File: src/rtl/calcunit_multi.sv
// Segmented correlation accumulator for the stereo distance datapath: sums g, g*g and f*g
// per segment over NSEG change-delimited segments, with saturation and sticky overflow.
module calcunit_multi #(
  parameter int unsigned DW   = 3,
  parameter int unsigned NSEG = 4,
  parameter int unsigned AW   = 14,
  parameter int unsigned GW   = 11
) (
  input  logic                 clk,
  input  logic                 rst,
  input  logic                 start,
  input  logic                 valid,
  input  logic                 change,
  input  logic [DW-1:0]        fdata,
  input  logic [DW-1:0]        gdata,
  output logic [NSEG*AW-1:0]   g2sum,
  output logic [NSEG*GW-1:0]   gsum,
  output logic [NSEG*AW-1:0]   fg,
  output logic [NSEG-1:0]      ovf,
  output logic                 busy,
  output logic                 done
);

  localparam int unsigned PW   = 2 * DW;
  localparam int unsigned ASW  = ((AW > PW) ? AW : PW) + 1;
  localparam int unsigned GSW  = ((GW > DW) ? GW : DW) + 1;
  localparam int unsigned SEGW = (NSEG > 1) ? $clog2(NSEG) : 1;

  typedef enum logic [1:0] {StIdle, StArmed, StAcc, StDone} state_e;

  // Stage 1: registered products
  logic [DW-1:0] p_g_q, p_g_d;
  logic [PW-1:0] p_g2_q, p_g2_d;
  logic [PW-1:0] p_fg_q, p_fg_d;
  logic          p_v_q, p_v_d;
  logic          p_c_q, p_c_d;

  // Stage 2: control and accumulators
  state_e          state_q, state_d;
  logic [SEGW-1:0] seg_q, seg_d;
  logic            busy_q, busy_d;
  logic            done_q, done_d;
  logic [AW-1:0]   g2_q [NSEG];
  logic [AW-1:0]   g2_d [NSEG];
  logic [AW-1:0]   fg_q [NSEG];
  logic [AW-1:0]   fg_d [NSEG];
  logic [GW-1:0]   gs_q [NSEG];
  logic [GW-1:0]   gs_d [NSEG];
  logic [NSEG-1:0] ovf_q, ovf_d;

  // Returns {overflow, clamped value}; a load starts from zero instead of the old value.
  function automatic logic [AW:0] sat_a(input logic [AW-1:0] acc, input logic [PW-1:0] p,
                                        input logic ld);
    logic [ASW-1:0] s;
    s = (ld ? ASW'(0) : ASW'(acc)) + ASW'(p);
    if (s > ASW'({AW{1'b1}})) return {1'b1, {AW{1'b1}}};
    return {1'b0, s[AW-1:0]};
  endfunction

  function automatic logic [GW:0] sat_g(input logic [GW-1:0] acc, input logic [DW-1:0] p,
                                        input logic ld);
    logic [GSW-1:0] s;
    s = (ld ? GSW'(0) : GSW'(acc)) + GSW'(p);
    if (s > GSW'({GW{1'b1}})) return {1'b1, {GW{1'b1}}};
    return {1'b0, s[GW-1:0]};
  endfunction

  always_comb begin
    p_g_d  = gdata;
    p_g2_d = {{DW{1'b0}}, gdata} * {{DW{1'b0}}, gdata};
    p_fg_d = {{DW{1'b0}}, fdata} * {{DW{1'b0}}, gdata};
    p_v_d  = valid & ~start;
    p_c_d  = change & ~start;
    if (start) begin
      p_g_d  = '0;
      p_g2_d = '0;
      p_fg_d = '0;
    end
  end

  logic            ld, add;
  logic [SEGW-1:0] tgt;
  logic [AW:0]     r_g2, r_fg;
  logic [GW:0]     r_gs;

  always_comb begin
    state_d = state_q;
    seg_d   = seg_q;
    done_d  = 1'b0;
    g2_d    = g2_q;
    fg_d    = fg_q;
    gs_d    = gs_q;
    ovf_d   = ovf_q;
    ld      = 1'b0;
    add     = 1'b0;
    tgt     = seg_q;
    r_g2    = '0;
    r_fg    = '0;
    r_gs    = '0;

    if (start) begin
      state_d = StArmed;
      seg_d   = '0;
      ovf_d   = '0;
      for (int k = 0; k < NSEG; k++) begin
        g2_d[k] = '0;
        fg_d[k] = '0;
        gs_d[k] = '0;
      end
    end else begin
      unique case (state_q)
        StIdle: ;
        StArmed: begin
          if (p_v_q && p_c_q) begin
            ld      = 1'b1;
            tgt     = '0;
            seg_d   = '0;
            state_d = StAcc;
          end
        end
        StAcc: begin
          if (p_v_q) begin
            if (!p_c_q) begin
              add = 1'b1;
            end else if (seg_q == SEGW'(NSEG - 1)) begin
              state_d = StDone;
              done_d  = 1'b1;
            end else begin
              ld    = 1'b1;
              tgt   = SEGW'(seg_q + 1'b1);
              seg_d = tgt;
            end
          end
        end
        StDone: ;
        default: state_d = StIdle;
      endcase
    end

    for (int k = 0; k < NSEG; k++) begin
      if ((ld || add) && (tgt == SEGW'(k))) begin
        r_g2     = sat_a(g2_q[k], p_g2_q, ld);
        r_fg     = sat_a(fg_q[k], p_fg_q, ld);
        r_gs     = sat_g(gs_q[k], p_g_q, ld);
        g2_d[k]  = r_g2[AW-1:0];
        fg_d[k]  = r_fg[AW-1:0];
        gs_d[k]  = r_gs[GW-1:0];
        ovf_d[k] = ovf_q[k] | r_g2[AW] | r_fg[AW] | r_gs[GW];
      end
    end

    busy_d = (state_d == StArmed) || (state_d == StAcc);
  end

  always_ff @(posedge clk or posedge rst) begin
    if (rst) begin
      p_g_q   <= '0;
      p_g2_q  <= '0;
      p_fg_q  <= '0;
      p_v_q   <= 1'b0;
      p_c_q   <= 1'b0;
      state_q <= StIdle;
      seg_q   <= '0;
      busy_q  <= 1'b0;
      done_q  <= 1'b0;
      g2_q    <= '{default: '0};
      fg_q    <= '{default: '0};
      gs_q    <= '{default: '0};
      ovf_q   <= '0;
    end else begin
      p_g_q   <= p_g_d;
      p_g2_q  <= p_g2_d;
      p_fg_q  <= p_fg_d;
      p_v_q   <= p_v_d;
      p_c_q   <= p_c_d;
      state_q <= state_d;
      seg_q   <= seg_d;
      busy_q  <= busy_d;
      done_q  <= done_d;
      g2_q    <= g2_d;
      fg_q    <= fg_d;
      gs_q    <= gs_d;
      ovf_q   <= ovf_d;
    end
  end

  for (genvar k = 0; k < NSEG; k++) begin : g_pack
    assign g2sum[k*AW +: AW] = g2_q[k];
    assign fg[k*AW +: AW]    = fg_q[k];
    assign gsum[k*GW +: GW]  = gs_q[k];
  end

  assign ovf  = ovf_q;
  assign busy = busy_q;
  assign done = done_q;

endmodule

File: config.mk
export PLATFORM = sky130hd
export DESIGN_NAME = calcunit_multi
export DESIGN_NICKNAME = d
export VERILOG_FILES = /design/src/rtl/calcunit_multi.sv
export SDC_FILE = /design/constraint.sdc
export NUM_CORES = 1
export LEC_CHECK = 0
export CAP_MARGIN = 25
export CORE_ASPECT_RATIO = 2
export CORE_MARGIN = 1
export CORE_UTILIZATION = 24
export DETAILED_ROUTE_END_ITERATION = 10
export GPL_TIMING_DRIVEN = 0
export SLEW_MARGIN = 20
export SYNTH_ARGS = -nofsm -noshare
export SYNTH_HDL_FRONTEND = slang
export SYNTH_SLANG_ARGS = --single-unit
File: constraint.sdc
create_clock -name clk -period 8.1 [get_ports clk]
set_input_delay 2.025 -clock clk [delete_from_list [all_inputs] [get_ports clk]]
set_output_delay 2.025 -clock clk [all_outputs]
set_load 0.05 [all_outputs]
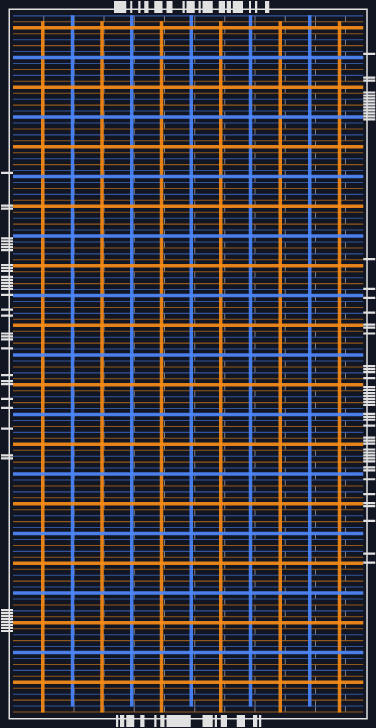
*Supply network*
Pins as bars on the die edge. Tap cells in gray.
- orange: VSS
- blue: VDD
- met1 rails: 118
- signal pins: 173
- rows: 117
- tap cells: 654

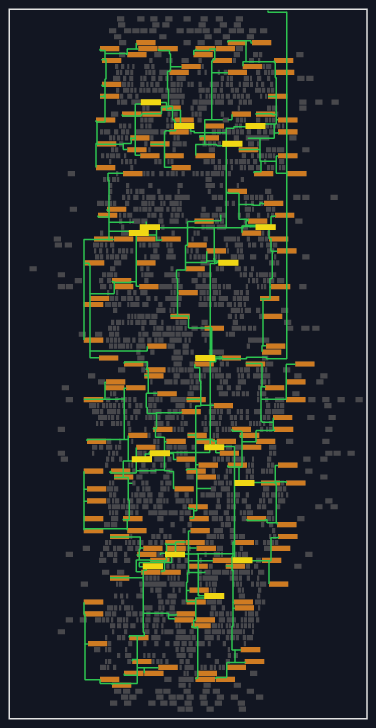
*Clock wires, drivers and flops*
- orange: flip-flops (count 181)
- green: clock wires (length 2960 µm)
- yellow: clock-net drivers (count 17)
- routed clock nets: 18
power drawn by the clock network: 920 µW
clock insertion delay at the later pin of the skew report: 0.46 ns
final setup skew: 0.0157 ns
power share of the clock group: 44.2%

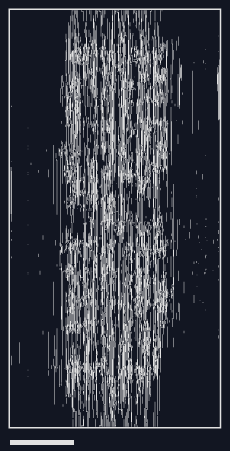
*Met2 routing*
Scale bar: 50 µm.
- nets with wire on the layer: 1502
- share of all routed wire: 49%
- main direction: vertical
- longest straight run: 100 µm
- wire length on this layer: 25.9 mm
via count: 12600
WL final: 53000 µm
met2 global-route usage: 34.5%

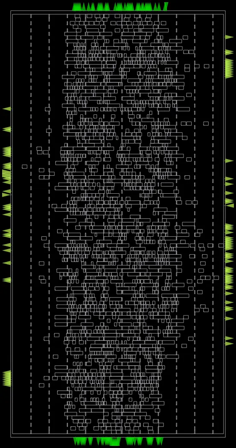
*Cell outlines without signal wires*
Layout Cells excl Fill: 2318
Placeable Area: 0.0509 mm²

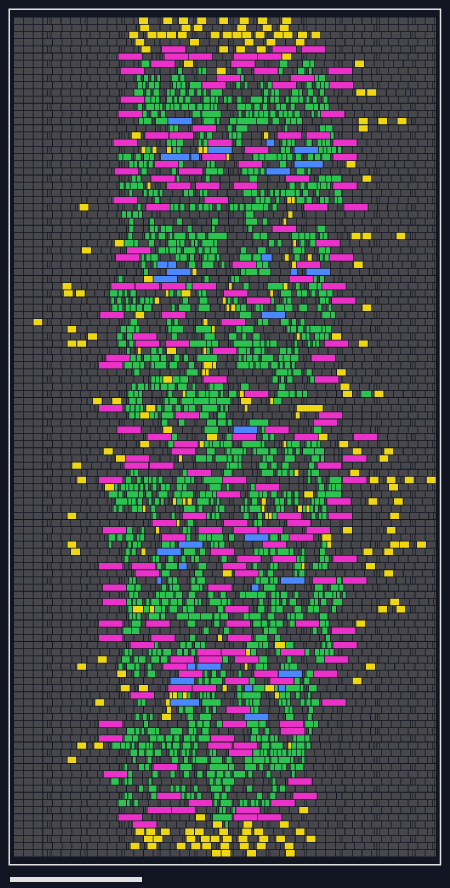
*Placed cells, one color a class*
Scale bar: 50 µm. Fill, decap, tap and diode cells in gray.
- magenta: registers (cells 181; share of their area 31%)
- green: remaining logic cells (cells 1205; share of their area 51%)
- blue: clock drivers and dummy loads (cells 32; share of their area 4.2%)
- yellow: remaining buffers and delay cells (cells 246; share of their area 14%)

==> state kept, by name, indices dropped and copies added (netlist names), 4 cells and up <==
signal  count
fg         56
g2sum      56
gsum       44
ovf         4
p_fg_q      6
p_g2_q      5
==> cell type report <==
| type | count | area (µm²) | area share (%) |
|---|---|---|---|
| Tap cell | 654 | 818 | 5.23 |
| Inverter | 70 | 270 | 1.73 |
| Timing Repair Buffer | 176 | 1780 | 11.4 |
| Sequential cell | 181 | 4530 | 29.0 |
| Multi-Input combinational cell | 1135 | 7300 | 46.7 |
| Buffer | 70 | 319 | 2.04 |
| Clock buffer | 17 | 425 | 2.72 |
| Clock inverter | 15 | 193 | 1.23 |
==> path summary, 6_finish.rpt <==
path,endpoint,slack (ns),cells past startpoint,start
min in group asynchronous,fg[4],2.11,2,rst
max in group asynchronous,fg[49],5.06,3,rst
hold / removal,ovf[3],0.50,1,ovf[3]
hold reg to reg,ovf[3],0.50,1,ovf[3]
setup / recovery,fg[34],0.82,18,start
setup reg to reg,fg[34],2.06,19,state_q[0]
==> metal layers <==
metal	routed length (µm)	GRT usage, %	vias up
met5	10	0	-
met4	5310	19.2	2
met3	3470	5.05	195
met2	25900	34.5	531
met1	18300	20.0	6125
li1	-	-	5741
==> cell families (layout without fill, tap and decap cells) <==
group,after synthesis,in the layout,share of synthesized area [%]
adder cells (fa/ha/maj),78,78,8.47
AND-OR/OR-AND,535,535,27.3
buffers and inverters,140,348,4.69
XOR/XNOR,31,31,2.19
AND/OR/NAND/NOR,491,491,20.9
flip-flops,181,181,36.5
==> metrics by stage <==
| stage | instances | hold WS, ns |
|---|---|---|
| floorplan | 1456 | 0.602 |
| global placement | 2282 | 0.489 |
| detailed placement | 2286 | 0.484 |
| CTS | 2318 | 0.503 |
| global route | 2318 | 0.541 |
| finish | 2318 | 0.505 |
==> impl_metrics.yaml <==
# implementation run metrics
outcome:
  run_status: "finished, final reports clean"
layout:
  nNetsFinal: 1740
  fillers: 5377
  n_antenna_cell: 0
floorplan:
  num_io_pins: 173
critical_path:
  worstPathCellList: "clkdlybuf4s50_1, and4bb_4, o21ai_2, buf_6, buf_2, buf_2, clkbuf_1, and2_1, ha_1, inv_1, fa_1, nor2b_1, o31a_1, o21ai_0, a211oi_1, buf_2, a21oi_1, o22ai_1"
  critPathRequiredTime_ns: 8.48
  critical-path-top-cell-by-count: "buf_2"
  slowest_delay_ns: 0.75
  worst_path_max_delay_cell: "a211oi_1"
  worst-endpoint-arrival_ns: 7.66
  crit_type: "in -> reg"
  critical_path.top_delay_family: "buffers and inverters"
global_routing:
  grt_use_total_pct: 20.3
placement:
  detailedPlace.worstSlack_ns: 0.392
  placedInstanceArea_mm2: 0.0150
  place.gp.congestion: 0.930
run:
  max-cap-violations: 0
logic_synthesis:
  flop_cell: "dfrtp_1"
  synth.top_cell.area_share_pct: 36.5
  instance_count_of_the_mapped_netlist: 1456
  average_footprint_of_a_synthesized_cell_um2: 8.53
  yosysMostFrequentCell: "dfrtp_1"
  ys_cells: 1456
  post_synth_main_area_contributors: "dfrtp_1, ha_1, a21oi_1"
  synthTopCellsByCount: "dfrtp_1, a21oi_1, o21ai_0, nand2_1, nor2_1"
  post-synth-top-area-cell: "dfrtp_1"
  postSynth.asyncResetShare_pct: 100
  yosys.cell_types.count: 93
pwr:
  power_density_mw_per_mm2: 133
  p_total_uw: 2080
  cell_internal_pwr_uw: 1480
  p_sw_share_pct: 28.9
  comb_cell_power_uw: 226
timing:
  report.final.hold_viol_count: 0
  fmax_mhz: 137
  worstMarginPinSlew_ns: 1.07
  timing.final.max_slew_violations: 0
  setup-tns-final_ns: 0
  setup_repair_after_global_routing_missed_its_margin: "no"
clocking:
  numClockSinks: 181
  cts_tree: "built"
  clock_path_buffers: 2
  post_cts.repair.setup_buffers: 0
detailed_routing:
  1st_iter_drt_viols: 1174
  drt_antenna_net_count: 0
  drt_first_pass_iters: 5
Power is estimated from default activity; no workload was simulated.
